--- src/rtl/voice_allocator_if.sv ---
// Event request / voice-engine bus between MIDI parser, voice allocator and synth voice engine.
// Pure wiring, no latency of its own.
// ready qualifies requests; the engine side has no backpressure (pulses are fire-and-forget).
interface voice_allocator_if #(
  parameter int ADDR_W = 8
);
  // Request side (MIDI parser)
  logic              ev_on;
  logic              ev_off;
  logic              ev_kp;
  logic [6:0]        ev_note;
  logic [6:0]        ev_velocity;
  logic [3:0]        ev_channel;
  logic              ready;
  logic              dropped;
  // Voice engine side
  logic              voice_done;
  logic [ADDR_W-1:0] voice_done_addr;
  logic              note_pressed;
  logic              note_released;
  logic              note_keypress;
  logic [6:0]        note_o;
  logic [6:0]        velocity_o;
  logic [3:0]        channel_o;
  logic [ADDR_W-1:0] addr;
  logic              stolen;

  // Parser + voice engine view: drives requests and done reports.
  modport master (
    output ev_on, ev_off, ev_kp, ev_note, ev_velocity, ev_channel,
    output voice_done, voice_done_addr,
    input  ready, dropped,
    input  note_pressed, note_released, note_keypress,
    input  note_o, velocity_o, channel_o, addr, stolen
  );

  // Allocator view.
  modport slave (
    input  ev_on, ev_off, ev_kp, ev_note, ev_velocity, ev_channel,
    input  voice_done, voice_done_addr,
    output ready, dropped,
    output note_pressed, note_released, note_keypress,
    output note_o, velocity_o, channel_o, addr, stolen
  );
endinterface

--- src/rtl/voice_allocator.sv ---
// Maps (channel, note) events onto voice slots: retrigger / first-free / round-robin steal.
// Output pulse in the cycle starting N_VOICES+2 edges after the accepting edge.
// One request in flight; ready=0 while busy, requests seen with ready=0 are dropped.
module voice_allocator #(
  parameter int N_VOICES = 256,
  parameter int ADDR_W   = 8
) (
  input logic               clk,
  input logic               rst,
  voice_allocator_if.slave  bus
);

  typedef enum logic [1:0] {IDLE, SCAN, RESOLVE, ISSUE} state_t;
  typedef enum logic [1:0] {K_ON, K_OFF, K_KP} kind_t;

  localparam logic [ADDR_W-1:0] LAST_IDX = ADDR_W'(N_VOICES - 1);

  // Tag table: valid bits are resettable flops, channel/note are plain storage.
  logic [N_VOICES-1:0] valid_q, valid_d;
  logic [3:0]          tag_ch_mem   [N_VOICES];
  logic [6:0]          tag_note_mem [N_VOICES];

  state_t            state_q, state_d;
  kind_t             kind_q, kind_d;
  logic              ready_q, ready_d;
  logic              dropped_q, dropped_d;
  logic              pressed_q, pressed_d;
  logic              released_q, released_d;
  logic              keypress_q, keypress_d;
  logic              stolen_q, stolen_d;
  logic [ADDR_W-1:0] addr_q, addr_d;
  logic [6:0]        note_q, note_d;
  logic [6:0]        vel_q, vel_d;
  logic [3:0]        chan_q, chan_d;
  logic              drain_q, drain_d;
  // Scan pipeline: read index, then the registered read result.
  logic [ADDR_W-1:0] scan_idx_q, scan_idx_d;
  logic              rd_vld_q, rd_vld_d;
  logic [ADDR_W-1:0] rd_idx_q, rd_idx_d;
  logic              rd_tag_vld_q, rd_tag_vld_d;
  logic [3:0]        rd_ch_q, rd_ch_d;
  logic [6:0]        rd_note_q, rd_note_d;
  // Match / free trackers.
  logic              m_found_q, m_found_d;
  logic [ADDR_W-1:0] m_idx_q, m_idx_d;
  logic              f_found_q, f_found_d;
  logic [ADDR_W-1:0] f_idx_q, f_idx_d;
  logic [ADDR_W-1:0] rr_ptr_q, rr_ptr_d;
  // Decision held between RESOLVE and ISSUE.
  logic              dec_press_q, dec_press_d;
  logic              dec_rel_q, dec_rel_d;
  logic              dec_kp_q, dec_kp_d;
  logic              dec_stolen_q, dec_stolen_d;
  logic [ADDR_W-1:0] dec_addr_q, dec_addr_d;
  // Deferred voice_done clear.
  logic              pend_vld_q, pend_vld_d;
  logic [ADDR_W-1:0] pend_addr_q, pend_addr_d;

  logic              ev_any, accept, hit_match, hit_free;
  logic              wr_en;
  logic [ADDR_W-1:0] wr_addr;
  logic              clr_en;
  logic [ADDR_W-1:0] clr_addr;

  assign ev_any = bus.ev_on | bus.ev_off | bus.ev_kp;
  assign accept = ready_q & ev_any;

  // Next-state: request capture, scan sequencing, tracker merge, decision, tag write and done clears.
  always_comb begin
    state_d      = state_q;
    kind_d       = kind_q;
    ready_d      = ready_q;
    dropped_d    = ~ready_q & ev_any;
    pressed_d    = 1'b0;
    released_d   = 1'b0;
    keypress_d   = 1'b0;
    stolen_d     = 1'b0;
    addr_d       = addr_q;
    note_d       = note_q;
    vel_d        = vel_q;
    chan_d       = chan_q;
    drain_d      = 1'b0;
    scan_idx_d   = scan_idx_q;
    rd_vld_d     = 1'b0;
    rd_idx_d     = rd_idx_q;
    rd_tag_vld_d = rd_tag_vld_q;
    rd_ch_d      = rd_ch_q;
    rd_note_d    = rd_note_q;
    rr_ptr_d     = rr_ptr_q;
    dec_press_d  = dec_press_q;
    dec_rel_d    = dec_rel_q;
    dec_kp_d     = dec_kp_q;
    dec_stolen_d = dec_stolen_q;
    dec_addr_d   = dec_addr_q;
    wr_en        = 1'b0;
    wr_addr      = '0;
    valid_d      = valid_q;

    // Fold the tag returned this cycle into the trackers (lowest index wins).
    hit_match = rd_vld_q & rd_tag_vld_q & (rd_ch_q == chan_q) & (rd_note_q == note_q);
    hit_free  = rd_vld_q & ~rd_tag_vld_q;
    m_found_d = m_found_q | hit_match;
    m_idx_d   = (!m_found_q && hit_match) ? rd_idx_q : m_idx_q;
    f_found_d = f_found_q | hit_free;
    f_idx_d   = (!f_found_q && hit_free) ? rd_idx_q : f_idx_q;

    unique case (state_q)
      IDLE: begin
        if (drain_q) ready_d = 1'b1;
        if (accept) begin
          state_d    = SCAN;
          ready_d    = 1'b0;
          note_d     = bus.ev_note;
          vel_d      = bus.ev_velocity;
          chan_d     = bus.ev_channel;
          kind_d     = bus.ev_on ? K_ON : (bus.ev_off ? K_OFF : K_KP);
          scan_idx_d = '0;
          m_found_d  = 1'b0;
          f_found_d  = 1'b0;
        end
      end
      SCAN: begin
        rd_vld_d     = 1'b1;
        rd_idx_d     = scan_idx_q;
        rd_tag_vld_d = valid_q[scan_idx_q];
        rd_ch_d      = tag_ch_mem[scan_idx_q];
        rd_note_d    = tag_note_mem[scan_idx_q];
        scan_idx_d   = scan_idx_q + 1'b1;
        if (scan_idx_q == LAST_IDX) state_d = RESOLVE;
      end
      RESOLVE: begin
        dec_press_d  = 1'b0;
        dec_rel_d    = 1'b0;
        dec_kp_d     = 1'b0;
        dec_stolen_d = 1'b0;
        if (kind_q == K_ON) begin
          dec_press_d = 1'b1;
          if (m_found_d) begin
            dec_addr_d = m_idx_d;
          end else if (f_found_d) begin
            dec_addr_d = f_idx_d;
            wr_en      = 1'b1;
            wr_addr    = f_idx_d;
          end else begin
            dec_addr_d   = rr_ptr_q;
            dec_stolen_d = 1'b1;
            wr_en        = 1'b1;
            wr_addr      = rr_ptr_q;
            rr_ptr_d     = (rr_ptr_q == LAST_IDX) ? '0 : rr_ptr_q + 1'b1;
          end
        end else if (m_found_d) begin
          dec_addr_d = m_idx_d;
          dec_rel_d  = (kind_q == K_OFF);
          dec_kp_d   = (kind_q == K_KP);
        end
        state_d = ISSUE;
      end
      ISSUE: begin
        pressed_d  = dec_press_q;
        released_d = dec_rel_q;
        keypress_d = dec_kp_q;
        stolen_d   = dec_stolen_q;
        if (dec_press_q | dec_rel_q | dec_kp_q) addr_d = dec_addr_q;
        drain_d = 1'b1;
        state_d = IDLE;
      end
      default: state_d = IDLE;
    endcase

    if (wr_en) valid_d[wr_addr] = 1'b1;

    // Done clears share the single write port; an allocation write wins and the
    // clear is parked for one cycle unless it targets the slot just written.
    clr_en      = bus.voice_done | pend_vld_q;
    clr_addr    = bus.voice_done ? bus.voice_done_addr : pend_addr_q;
    pend_vld_d  = 1'b0;
    pend_addr_d = pend_addr_q;
    if (clr_en) begin
      if (wr_en) begin
        if (clr_addr != wr_addr) begin
          pend_vld_d  = 1'b1;
          pend_addr_d = clr_addr;
        end
      end else if (int'(clr_addr) < N_VOICES) begin
        valid_d[clr_addr] = 1'b0;
      end
    end
  end

  // State and output registers with synchronous reset.
  always_ff @(posedge clk) begin
    if (rst) begin
      state_q      <= IDLE;
      kind_q       <= K_ON;
      ready_q      <= 1'b1;
      dropped_q    <= 1'b0;
      pressed_q    <= 1'b0;
      released_q   <= 1'b0;
      keypress_q   <= 1'b0;
      stolen_q     <= 1'b0;
      addr_q       <= '0;
      note_q       <= '0;
      vel_q        <= '0;
      chan_q       <= '0;
      drain_q      <= 1'b0;
      scan_idx_q   <= '0;
      rd_vld_q     <= 1'b0;
      rd_idx_q     <= '0;
      rd_tag_vld_q <= 1'b0;
      rd_ch_q      <= '0;
      rd_note_q    <= '0;
      m_found_q    <= 1'b0;
      m_idx_q      <= '0;
      f_found_q    <= 1'b0;
      f_idx_q      <= '0;
      rr_ptr_q     <= '0;
      dec_press_q  <= 1'b0;
      dec_rel_q    <= 1'b0;
      dec_kp_q     <= 1'b0;
      dec_stolen_q <= 1'b0;
      dec_addr_q   <= '0;
      pend_vld_q   <= 1'b0;
      pend_addr_q  <= '0;
      valid_q      <= '0;
    end else begin
      state_q      <= state_d;
      kind_q       <= kind_d;
      ready_q      <= ready_d;
      dropped_q    <= dropped_d;
      pressed_q    <= pressed_d;
      released_q   <= released_d;
      keypress_q   <= keypress_d;
      stolen_q     <= stolen_d;
      addr_q       <= addr_d;
      note_q       <= note_d;
      vel_q        <= vel_d;
      chan_q       <= chan_d;
      drain_q      <= drain_d;
      scan_idx_q   <= scan_idx_d;
      rd_vld_q     <= rd_vld_d;
      rd_idx_q     <= rd_idx_d;
      rd_tag_vld_q <= rd_tag_vld_d;
      rd_ch_q      <= rd_ch_d;
      rd_note_q    <= rd_note_d;
      m_found_q    <= m_found_d;
      m_idx_q      <= m_idx_d;
      f_found_q    <= f_found_d;
      f_idx_q      <= f_idx_d;
      rr_ptr_q     <= rr_ptr_d;
      dec_press_q  <= dec_press_d;
      dec_rel_q    <= dec_rel_d;
      dec_kp_q     <= dec_kp_d;
      dec_stolen_q <= dec_stolen_d;
      dec_addr_q   <= dec_addr_d;
      pend_vld_q   <= pend_vld_d;
      pend_addr_q  <= pend_addr_d;
      valid_q      <= valid_d;
    end
  end

  // Tag channel/note storage; meaningless while the valid bit is clear, so no reset.
  always_ff @(posedge clk) begin
    if (wr_en && !rst) begin
      tag_ch_mem[wr_addr]   <= chan_q;
      tag_note_mem[wr_addr] <= note_q;
    end
  end

  assign bus.ready         = ready_q;
  assign bus.dropped       = dropped_q;
  assign bus.note_pressed  = pressed_q;
  assign bus.note_released = released_q;
  assign bus.note_keypress = keypress_q;
  assign bus.stolen        = stolen_q;
  assign bus.addr          = addr_q;
  assign bus.note_o        = note_q;
  assign bus.velocity_o    = vel_q;
  assign bus.channel_o     = chan_q;

endmodule

--- src/flat_wrapper.sv ---
// flat-port wrapper written by rule: the top's interface ports become plain ports
module voice_allocator_flat 
#(
  parameter int N_VOICES = 256,
  parameter int ADDR_W   = 8
)
  (clk, rst, bus_ev_on, bus_ev_off, bus_ev_kp, bus_ev_note, bus_ev_velocity, bus_ev_channel, bus_voice_done, bus_voice_done_addr, bus_ready, bus_dropped, bus_note_pressed, bus_note_released, bus_note_keypress, bus_note_o, bus_velocity_o, bus_channel_o, bus_addr, bus_stolen);
  voice_allocator_if #(.ADDR_W(ADDR_W)) bus_i ();
  input logic clk;
  input logic rst;
  input wire logic [$bits(bus_i.ev_on)-1:0] bus_ev_on;
  input wire logic [$bits(bus_i.ev_off)-1:0] bus_ev_off;
  input wire logic [$bits(bus_i.ev_kp)-1:0] bus_ev_kp;
  input wire logic [$bits(bus_i.ev_note)-1:0] bus_ev_note;
  input wire logic [$bits(bus_i.ev_velocity)-1:0] bus_ev_velocity;
  input wire logic [$bits(bus_i.ev_channel)-1:0] bus_ev_channel;
  input wire logic [$bits(bus_i.voice_done)-1:0] bus_voice_done;
  input wire logic [$bits(bus_i.voice_done_addr)-1:0] bus_voice_done_addr;
  output wire logic [$bits(bus_i.ready)-1:0] bus_ready;
  output wire logic [$bits(bus_i.dropped)-1:0] bus_dropped;
  output wire logic [$bits(bus_i.note_pressed)-1:0] bus_note_pressed;
  output wire logic [$bits(bus_i.note_released)-1:0] bus_note_released;
  output wire logic [$bits(bus_i.note_keypress)-1:0] bus_note_keypress;
  output wire logic [$bits(bus_i.note_o)-1:0] bus_note_o;
  output wire logic [$bits(bus_i.velocity_o)-1:0] bus_velocity_o;
  output wire logic [$bits(bus_i.channel_o)-1:0] bus_channel_o;
  output wire logic [$bits(bus_i.addr)-1:0] bus_addr;
  output wire logic [$bits(bus_i.stolen)-1:0] bus_stolen;
  assign bus_i.ev_on = bus_ev_on;
  assign bus_i.ev_off = bus_ev_off;
  assign bus_i.ev_kp = bus_ev_kp;
  assign bus_i.ev_note = bus_ev_note;
  assign bus_i.ev_velocity = bus_ev_velocity;
  assign bus_i.ev_channel = bus_ev_channel;
  assign bus_i.voice_done = bus_voice_done;
  assign bus_i.voice_done_addr = bus_voice_done_addr;
  assign bus_ready = bus_i.ready;
  assign bus_dropped = bus_i.dropped;
  assign bus_note_pressed = bus_i.note_pressed;
  assign bus_note_released = bus_i.note_released;
  assign bus_note_keypress = bus_i.note_keypress;
  assign bus_note_o = bus_i.note_o;
  assign bus_velocity_o = bus_i.velocity_o;
  assign bus_channel_o = bus_i.channel_o;
  assign bus_addr = bus_i.addr;
  assign bus_stolen = bus_i.stolen;
  voice_allocator #(.N_VOICES(N_VOICES), .ADDR_W(ADDR_W)) u_core (.clk(clk), .rst(rst), .bus(bus_i));
endmodule
--- config.mk ---
export PLATFORM = sky130hd
export DESIGN_NAME = voice_allocator_flat
export DESIGN_NICKNAME = d
export VERILOG_FILES = /design/src/rtl/voice_allocator_if.sv /design/src/rtl/voice_allocator.sv /design/src/flat_wrapper.sv
export SDC_FILE = /design/constraint.sdc
export NUM_CORES = 2
export LEC_CHECK = 0
export CAP_MARGIN = 5
export CORE_MARGIN = 5
export CORE_UTILIZATION = 55
export CTS_CLUSTER_SIZE = 30
export DETAILED_ROUTE_END_ITERATION = 12
export PLACE_DENSITY_LB_ADDON = 0.2
export SYNTH_ARGS = -nofsm -noshare
export SYNTH_HDL_FRONTEND = slang
export SYNTH_SLANG_ARGS = --single-unit
--- constraint.sdc ---
create_clock -name clk -period 8.3 [get_ports clk]
set_input_delay 1.245 -clock clk [delete_from_list [all_inputs] [get_ports clk]]
set_output_delay 1.245 -clock clk [all_outputs]
set_load 0.05 [all_outputs]
==> summary.txt <==
Main metrics from the flow reports.

The power share of the combinational group is 15.3%. The filler cell count in the final layout came out at roughly 16k. The worst slew margin relative to its limit came out at 8.63%.

CTS built an H-tree with a depth of 5. The total power density per cell area came out at 283 nW/um^2. After synthesis, the mean cell area works out to 19.4 sq um. The total of max-cap violations is 0. Across all layers, the routed design uses 67.0k vias. The number of search-and-repair iterations in the first detailed-routing pass is 5. Once the clock tree was built, the setup fixing pass inserted 0 buffers. The design has between 3k and 4k sequential cells. The count of multi-input combinational gates is about 2.8k. The area growth from synthesis to layout is 11.2%. The first-iteration detailed-routing DRC count is around 9.5k.

Per the detailed-route log, wirelength across all metal layers totals 349000 um. The final hold violation count recorded for this run is 0. Per the area breakdown, the dominant cell category is flip-flops and latches. The worst-skew pair later-pin latency is roughly 940 ps.

The warning total across the stage logs is 49. The synth_stat.txt file lists the number of cells as 6441. The sequential share of the synthesized area came out at 73.6%. Multi-input gates account for between 20% and 30% of the area. STA puts the critical path data required time at approximately 8900 ps. The amount of wire on met2 after detailed routing is approximately 160000 um. Of the post-synthesis cell area, the part taken by muxes is 16.4%.

The internal power of the cells totals roughly 29 mW. The finished layout cell area is 139000 sq um. The flow ran to the end, and the final reports show no timing, DRC or antenna violations. The synthesized-area fraction occupied by and/or/nand/nor cells is around 3.1%.

The sequential standard cell area came out at a little over 90000 sq um. The total clock buffers created by CTS is about 330. Global routing consumed, on the met1 layer, between 40 and 50% of the routing resources. The post-CTS clock slew at the launch and capture registers of the worst setup and hold paths came out at 60 ps. The number of well-tap cells placed came out at 3009. The report lists the cells along the critical path as xor2_1 > nor4_1 > a31oi_1 > buf_4 > nand2_1 > or3_1 > or3_2 > buf_4 > nor2_1. The most frequent logic cell in the layout is edfxtp_1.

The worst-margin pin slew is about 1400 ps. The worst setup path is of the register to register kind. The share of async-settable or async-resettable flops after synthesis is 0%. The most used routing layer is met2.

Max-slew check failures listed in the final report amount to 0. The routed design shows a wire length per standard cell of 35.7 um.
-- cell usage after synthesis, drive strengths merged (11+ instances only) --
| cell | n |
|---|---|
| nor2b | 13 |
| inv | 20 |
| a211oi | 278 |
| xor2 | 14 |
| a311oi | 11 |
| o21ai | 42 |
| nand3 | 41 |
| mux2i | 138 |
| a22o | 18 |
| a21oi | 351 |
| or3 | 27 |
| nor2 | 415 |
| o22ai | 28 |
| a31oi | 18 |
| dfxtp | 369 |
| nand2 | 220 |
| a22oi | 50 |
| mux4 | 847 |
| nand2b | 13 |
| buf | 268 |
| a221oi | 23 |
| a32oi | 27 |
| nor4 | 16 |
| and2 | 16 |
| edfxtp | 2816 |
| nor3 | 51 |
| clkbuf | 188 |
-- worst paths after layout --
path                                              start                     endpoint  slack (ps)  depth (start not counted)
worst max register to register  u_core.bus.channel_o[2]  u_core.tag_note_mem[226][4]        2600                          9
worst min register to register        u_core.f_idx_q[5]            u_core.f_idx_q[5]         460                          2
worst max-delay path            u_core.bus.channel_o[2]  u_core.tag_note_mem[226][4]        2600                          9
worst min-delay path                  u_core.f_idx_q[5]            u_core.f_idx_q[5]         460                          2
-- cells by family (layout without fill, tap and decap cells) --
family / count (synthesis) / after routing
muxes: 988 / 988
xor gates and xnor gates: 24 / 24
and+or+nand+nor: 851 / 851
adders and majority gates: 7 / 7
DFF: 3185 / 3185
buffers and inverters: 477 / 797
other: 0 / 9
AOI/OAI and AO/OA: 909 / 909
-- worst min-delay path: stages (launching register included) --
cell and delay, ps:
dfxtp_1 300, nand2_1 50, a21oi_1 50
-- power groups by stage --
stage,Clock [mW],Combinational (mW),Sequential (mW)
after floorplan,0,3.48,19.9
after global placement,0,5.98,19.3
after detailed placement,0,6.05,19.3
after CTS,14.5,6.06,19.0
after global routing,15.2,6.34,19.0
final,14.4,6.04,19.0
**PDN straps and rails**

Scale bar: 100 um. Pins as bars on the die edge.
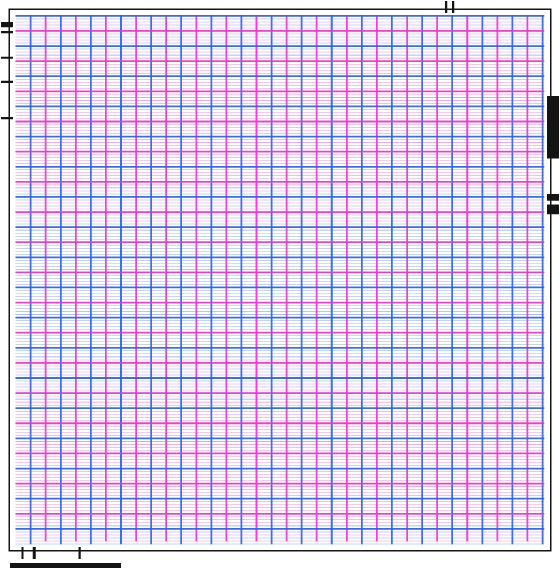
net	color
VSS	blue
VDD	magenta
rows	175
met4 straps	35
met5 straps	35
signal pins	64
area inside the core boundary: 227000 sq um
maximum resistive drop on vdd: 0.209 mV
width of the die: 487 um
die height: 487 um

**Cell classes on the final placement**

Scale bar: 100 um.
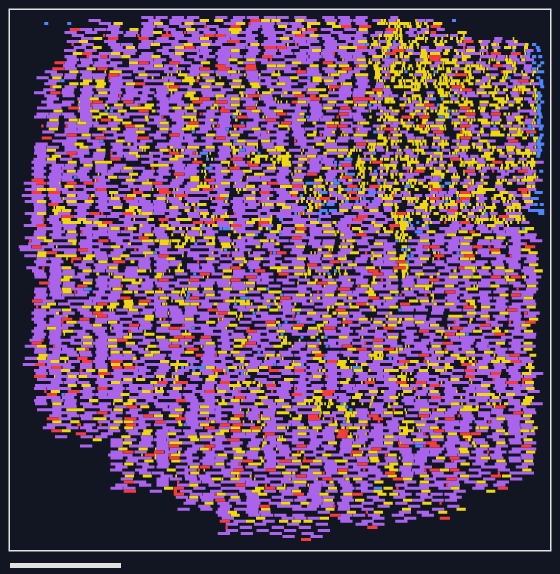
class	color	cells	share of their area
all other logic	yellow	2800	23%
other buffers and delay cells	blue	206	1.5%
clock drivers and dummy loads	red	570	7.7%
flip-flops	purple	3185	68%
fraction of area in registers: 66.2%
final core utilization: 61.3%
number of standard-cell rows in the floorplan: 175

Power and IR drop assume default switching activity.
